**src/rtl/fp_add_pipe.sv**
```systemverilog
// fp_add_pipe: 3-stage pipelined floating-point adder with valid/ready handshake.
//   Stage 1 decodes specials, swaps so |X| >= |Y| and aligns Y with guard/round/sticky bits.
//   Stage 2 adds or subtracts the aligned significands.
//   Stage 3 renormalises, rounds and applies overflow/underflow, then registers the result.
// Subnormal operands are flushed to zero; tiny results flush to signed zero.
// Optional feature macro: ROUND_NEAREST_EN selects round-to-nearest-even; without it the
// result is truncated toward zero.
// Ports:
//   clk, rst            clock (rising edge), asynchronous active-high reset
//   in_valid, in_ready  operand handshake; in_ready = !out_valid | out_ready
//   a, b                operands {sign, exp, man}
//   out_valid, out_ready result handshake; sum/flags held while stalled
//   sum                 result word
//   flags               {invalid, overflow, underflow}
module fp_add_pipe #(
    parameter int unsigned EXP_W = 8,
    parameter int unsigned MAN_W = 23
) (
    input  logic                 clk,
    input  logic                 rst,
    input  logic                 in_valid,
    output logic                 in_ready,
    input  logic [EXP_W+MAN_W:0] a,
    input  logic [EXP_W+MAN_W:0] b,
    output logic                 out_valid,
    input  logic                 out_ready,
    output logic [EXP_W+MAN_W:0] sum,
    output logic [2:0]           flags
);
    localparam int unsigned W   = 1 + EXP_W + MAN_W;
    localparam int unsigned FW  = MAN_W + 4;      // {hidden, man, G, R, S}
    localparam int unsigned EW  = EXP_W + 2;      // two's-complement working exponent
    localparam int unsigned LZW = $clog2(FW + 1);
    localparam logic [EXP_W-1:0] EXP_ONES = {EXP_W{1'b1}};
    localparam logic [W-1:0] QNAN = {1'b0, EXP_ONES, 1'b1, {(MAN_W-1){1'b0}}};

    typedef struct packed {
        logic             valid;
        logic             spec;
        logic [W-1:0]     spec_res;
        logic [2:0]       spec_flags;
        logic             sign;
        logic             sub;
        logic [EXP_W-1:0] exp;
        logic [FW-1:0]    xf;
        logic [FW-1:0]    yf;
    } s1_t;

    typedef struct packed {
        logic             valid;
        logic             spec;
        logic [W-1:0]     spec_res;
        logic [2:0]       spec_flags;
        logic             sign;
        logic [EXP_W-1:0] exp;
        logic [FW:0]      mag;
    } s2_t;

    s1_t s1_q, s1_d;
    s2_t s2_q, s2_d;
    logic         out_valid_q, out_valid_d;
    logic [W-1:0] sum_q, sum_d;
    logic [2:0]   flags_q, flags_d;

    // The whole pipeline moves together; bubbles are not collapsed.
    logic adv;
    assign adv      = !out_valid_q | out_ready;
    assign in_ready = adv;

    // Stage 1: decode, swap, align
    logic             a_s, b_s, x_s, y_s;
    logic [EXP_W-1:0] a_e, b_e, x_e, y_e, diff;
    logic [MAN_W-1:0] a_m, b_m, x_m, y_m;
    logic             a_zero, b_zero, a_inf, b_inf, a_nan, b_nan, swap;
    logic [2*FW-1:0]  y_full;

    assign {a_s, a_e, a_m} = a;
    assign {b_s, b_e, b_m} = b;

    always_comb begin
        a_zero = (a_e == '0);
        b_zero = (b_e == '0);
        a_inf  = (a_e == EXP_ONES) && (a_m == '0);
        b_inf  = (b_e == EXP_ONES) && (b_m == '0);
        a_nan  = (a_e == EXP_ONES) && (a_m != '0);
        b_nan  = (b_e == EXP_ONES) && (b_m != '0);
        swap   = {b_e, b_m} > {a_e, a_m};
        {x_s, x_e, x_m} = swap ? b : a;
        {y_s, y_e, y_m} = swap ? a : b;
        diff   = x_e - y_e;
        // Lower half of the wide shift collects every bit pushed past S.
        y_full = {1'b1, y_m, 3'b000, {FW{1'b0}}} >> diff;

        s1_d = s1_q;
        if (adv) begin
            s1_d.valid      = in_valid;
            s1_d.spec       = 1'b1;
            s1_d.spec_res   = '0;
            s1_d.spec_flags = 3'b000;
            if (a_nan || b_nan || (a_inf && b_inf && (a_s != b_s))) begin
                s1_d.spec_res   = QNAN;
                s1_d.spec_flags = 3'b100;
            end else if (a_inf) begin
                s1_d.spec_res = a;
            end else if (b_inf) begin
                s1_d.spec_res = b;
            end else if (a_zero && b_zero) begin
                s1_d.spec_res = {a_s & b_s, {(W-1){1'b0}}};
            end else if (a_zero) begin
                s1_d.spec_res = b;
            end else if (b_zero) begin
                s1_d.spec_res = a;
            end else begin
                s1_d.spec = 1'b0;
            end
            s1_d.sign = x_s;
            s1_d.sub  = x_s ^ y_s;
            s1_d.exp  = x_e;
            s1_d.xf   = {1'b1, x_m, 3'b000};
            if (32'(diff) >= FW - 1) begin
                s1_d.yf = {{(FW-1){1'b0}}, 1'b1};
            end else begin
                s1_d.yf = y_full[2*FW-1:FW] | {{(FW-1){1'b0}}, |y_full[FW-1:0]};
            end
        end
    end

    // Stage 2: magnitude add/subtract; X >= Y so the difference is never negative
    always_comb begin
        s2_d = s2_q;
        if (adv) begin
            s2_d.valid      = s1_q.valid;
            s2_d.spec       = s1_q.spec;
            s2_d.spec_res   = s1_q.spec_res;
            s2_d.spec_flags = s1_q.spec_flags;
            s2_d.exp        = s1_q.exp;
            s2_d.mag        = s1_q.sub ? ({1'b0, s1_q.xf} - {1'b0, s1_q.yf})
                                       : ({1'b0, s1_q.xf} + {1'b0, s1_q.yf});
            // Exact cancellation yields +0.
            s2_d.sign       = (s2_d.mag == '0) ? 1'b0 : s1_q.sign;
        end
    end

    // Stage 3: normalise, round, range check
    logic [LZW-1:0]  lz;
    logic [FW-1:0]   nf;
    logic [EW-1:0]   ne, fe;
    logic [MAN_W+1:0] mr;
    logic [MAN_W-1:0] fm;
    logic            ovf, unf;

    always_comb begin
        lz = LZW'(FW);
        for (int i = 0; i < int'(FW); i++) begin
            if (s2_q.mag[i]) lz = LZW'(int'(FW) - 1 - i);
        end
        if (s2_q.mag[FW]) begin
            nf = {s2_q.mag[FW:2], |s2_q.mag[1:0]};
            ne = {2'b00, s2_q.exp} + EW'(1);
        end else begin
            nf = s2_q.mag[FW-1:0] << lz;
            ne = {2'b00, s2_q.exp} - EW'(lz);
        end
    end

`ifdef ROUND_NEAREST_EN
    logic rnd_up;
    always_comb begin
        rnd_up = nf[2] & (nf[1] | nf[0] | nf[3]);
        mr     = {1'b0, nf[FW-1:3]} + {{(MAN_W+1){1'b0}}, rnd_up};
    end
`else
    logic unused_grs;
    assign unused_grs = ^nf[2:0];
    assign mr         = {1'b0, nf[FW-1:3]};
`endif

    always_comb begin
        // Rounding carried past the hidden bit: significand is now exactly 2.0.
        if (mr[MAN_W+1]) begin
            fe = ne + EW'(1);
            fm = mr[MAN_W:1];
        end else begin
            fe = ne;
            fm = mr[MAN_W-1:0];
        end
        ovf = !fe[EW-1] && (fe >= {2'b00, EXP_ONES});
        unf = fe[EW-1] || (fe == '0);

        out_valid_d = out_valid_q;
        sum_d       = sum_q;
        flags_d     = flags_q;
        if (adv) begin
            out_valid_d = s2_q.valid;
            if (s2_q.spec) begin
                sum_d   = s2_q.spec_res;
                flags_d = s2_q.spec_flags;
            end else if (s2_q.mag == '0) begin
                sum_d   = '0;
                flags_d = 3'b000;
            end else if (ovf) begin
                sum_d   = {s2_q.sign, EXP_ONES, {MAN_W{1'b0}}};
                flags_d = 3'b010;
            end else if (unf) begin
                sum_d   = {s2_q.sign, {(W-1){1'b0}}};
                flags_d = 3'b001;
            end else begin
                sum_d   = {s2_q.sign, fe[EXP_W-1:0], fm};
                flags_d = 3'b000;
            end
        end
    end

    always_ff @(posedge clk or posedge rst) begin
        if (rst) begin
            s1_q        <= '0;
            s2_q        <= '0;
            out_valid_q <= 1'b0;
            sum_q       <= '0;
            flags_q     <= '0;
        end else begin
            s1_q        <= s1_d;
            s2_q        <= s2_d;
            out_valid_q <= out_valid_d;
            sum_q       <= sum_d;
            flags_q     <= flags_d;
        end
    end

    assign out_valid = out_valid_q;
    assign sum       = sum_q;
    assign flags     = flags_q;

endmodule

```
**config.mk**
```make
export PLATFORM = sky130hd
export DESIGN_NAME = fp_add_pipe
export DESIGN_NICKNAME = d
export VERILOG_FILES = /design/src/rtl/fp_add_pipe.sv
export SDC_FILE = /design/constraint.sdc
export NUM_CORES = 1
export LEC_CHECK = 0
export CAP_MARGIN = 15
export CELL_PAD_IN_SITES_DETAIL_PLACEMENT = 0
export CELL_PAD_IN_SITES_GLOBAL_PLACEMENT = 1
export CORE_ASPECT_RATIO = 0.8
export CORE_MARGIN = 2
export CORE_UTILIZATION = 35
export DETAILED_ROUTE_END_ITERATION = 12
export PLACE_DENSITY_LB_ADDON = 0.1
export SLEW_MARGIN = 5
export SYNTH_ARGS = -nofsm -noshare
export SYNTH_HDL_FRONTEND = slang
export SYNTH_SLANG_ARGS = --single-unit
```
**constraint.sdc**
```tcl
create_clock -name clk -period 19.1 [get_ports clk]
set_input_delay 1.91 -clock clk [delete_from_list [all_inputs] [get_ports clk]]
set_output_delay 1.91 -clock clk [all_outputs]
set_load 0.005 [all_outputs]
```
==> reports/metrics.cfg <==
[status]
status=complete, no violations

[place]
placed_cells_incl_taps=2555
post_dp_cell_area_mm2=0.0175

[timing]
worst_pin_slew_ns=1.02
timing_hold_violations_final=0
post-route-min-period_ns=7.47
rsz0062_at_grt=false
setup_tns_ns=0

[grt]
use_met2=0.366
grt_most_used_layer=met1
vias_in_the_first_global_route=14300
antenna_found_initial=1

[cts]
postCtsSetupRepairBufs=0
cts_hold_repair.buffers=0
clock_tree_from_tritoncts=yes

[layout]
number_of_inverters_outside_the_clock_class_in_the_layout=98
final.fill_count=4662
final_net_count=2137
signal_buffer_area_fraction=0.0674
register_area_mm2=0.00510
final_cells=2597
final_layout_top_logic_cell=nand2_1
post-route-util=0.409

[logic_synthesis]
yosys-dominant-comb-family=AND-OR/OR-AND gates
yosysUniqueCellTypes=81
async_reset_ff_frac=1.00
syn-instance-count=1951
synth-seq-cells=204
ys.flop_type=dfrtp_1
post_synth_main_area_contributors=dfrtp_1 (32%), mux2i_1 (7.8%), nand2_1 (7.5%)
synthesized_area_divided_by_synthesized_cell_count_um2=8.18
ys_seq_share=0.320

[pwr]
power.switching_fraction=0.453
power_report.internal_total_mw=1.32
power.share.clock=0.198
net-switching-power_mw=1.09

[drt]
drc=0
drt_iter0_drc=1529

[setup_path]
critical_path.cell_chain=clkdlybuf4s50_1 -> inv_1 -> ha_1 -> buf_4 -> nand2_1 -> nor2_1 -> nand3_1 -> a311o_1 -> o21a_4 -> nor2_1 -> a21oi_1 -> ha_1 -> clkinv_1 -> nor2_1 -> a22o_1 -> a21oi_1 -> or4b_1 -> o41a_1 -> o32a_1
cp_num_cells=19
dominant_cell_type_by_count_on_the_critical_path=nor2_1

[floorplanning]
num_io_pins=105
fp_util=0.357
floorplan.die.width_um=243
die-area_mm2=0.0474

[flow_run]
timing.max_cap.violations=0
tool_warnings=53

==> synthesized netlist by cell type, types with 14 or more instances <==
cell type / number
nor2_1: 181
nor2b_1: 15
a211oi_1: 20
xor2_1: 14
a21o_1: 15
o31ai_1: 18
mux4_2: 27
dfrtp_1: 204
mux2i_1: 124
inv_1: 93
a221oi_1: 29
nor3_1: 34
a22oi_1: 29
nand3_1: 33
nor4_1: 26
nand4_1: 14
a31oi_1: 18
clkbuf_1: 105
o21ai_0: 160
ha_1: 89
xnor2_1: 19
a21oi_1: 102
nand2b_1: 18
o22ai_1: 24
nand2_1: 321
==> power by group through the flow <==
stage / logic, mW / registers, mW / clock network, mW
after global routing: 1.33 / 0.732 / 0.508
after detailed placement: 1.20 / 0.722 / 0
after CTS: 1.20 / 0.715 / 0.491
final: 1.22 / 0.717 / 0.478
after floorplan: 0.850 / 0.621 / 0
after global placement: 1.20 / 0.719 / 0
==> metrics by stage <==
| step | hold slack [ns] | setup WS (ns) |
|---|---|---|
| floorplan | 0.430 | 11.62 |
| global placement | 0.442 | 11.11 |
| detailed placement | 0.446 | 11.08 |
| CTS | 0.460 | 11.65 |
| global route | 0.486 | 11.14 |
| finish | 0.458 | 11.63 |
==> worst max path at each step <==
| stage | startpoint | end | slack (ns) |
|---|---|---|---|
| detailed placement | a[23] | s1_q[0] | 11.08 |
| floorplan | rst | flags[0] | 11.62 |
| finish | a[23] | s1_q[0] | 11.63 |
| CTS | a[23] | s1_q[0] | 11.65 |
| global route | a[23] | s1_q[0] | 11.14 |
| global placement | a[23] | s1_q[0] | 11.11 |
==> sequential cells by signal, indices dropped and copies added, names as in the netlist <==
| signal | flops |
|---|---|
| sum | 32 |
| s1_q | 96 |
| flags | 3 |
| s2_q | 72 |
| out_valid | 1 |
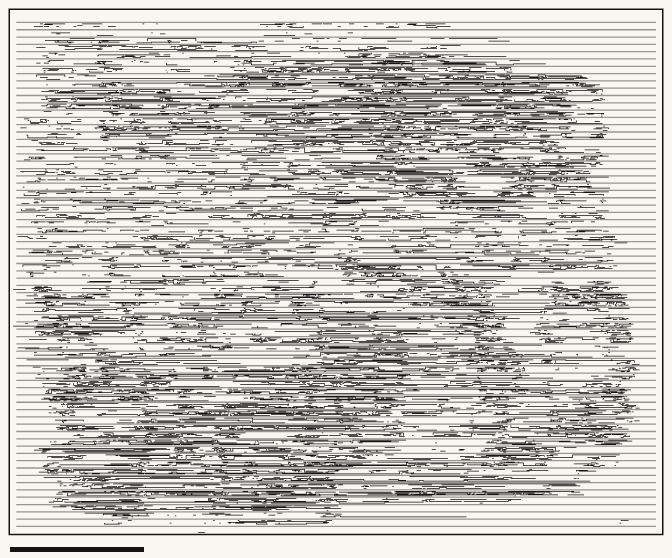
*M1 wires*
Bar = 50 um. Supply wires on this layer in gray.
wire length on this layer: 28.5 mm
share of all routed wire: 50%
nets with wire on the layer: 1985

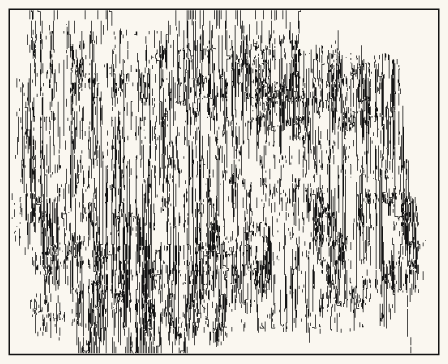
*Metal 2*
share of all routed wire: 43%
wire length on this layer: 25.0 mm
longest straight run: 78.2 um
nets with wire on the layer: 1712

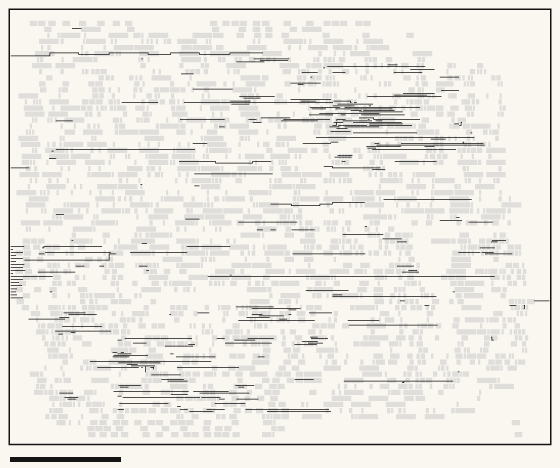
*M3 wires*
Bar = 50 um. Cells faint in the background.
main direction: horizontal
share of all routed wire: 5.5%

Power and IR drop assume default switching activity.
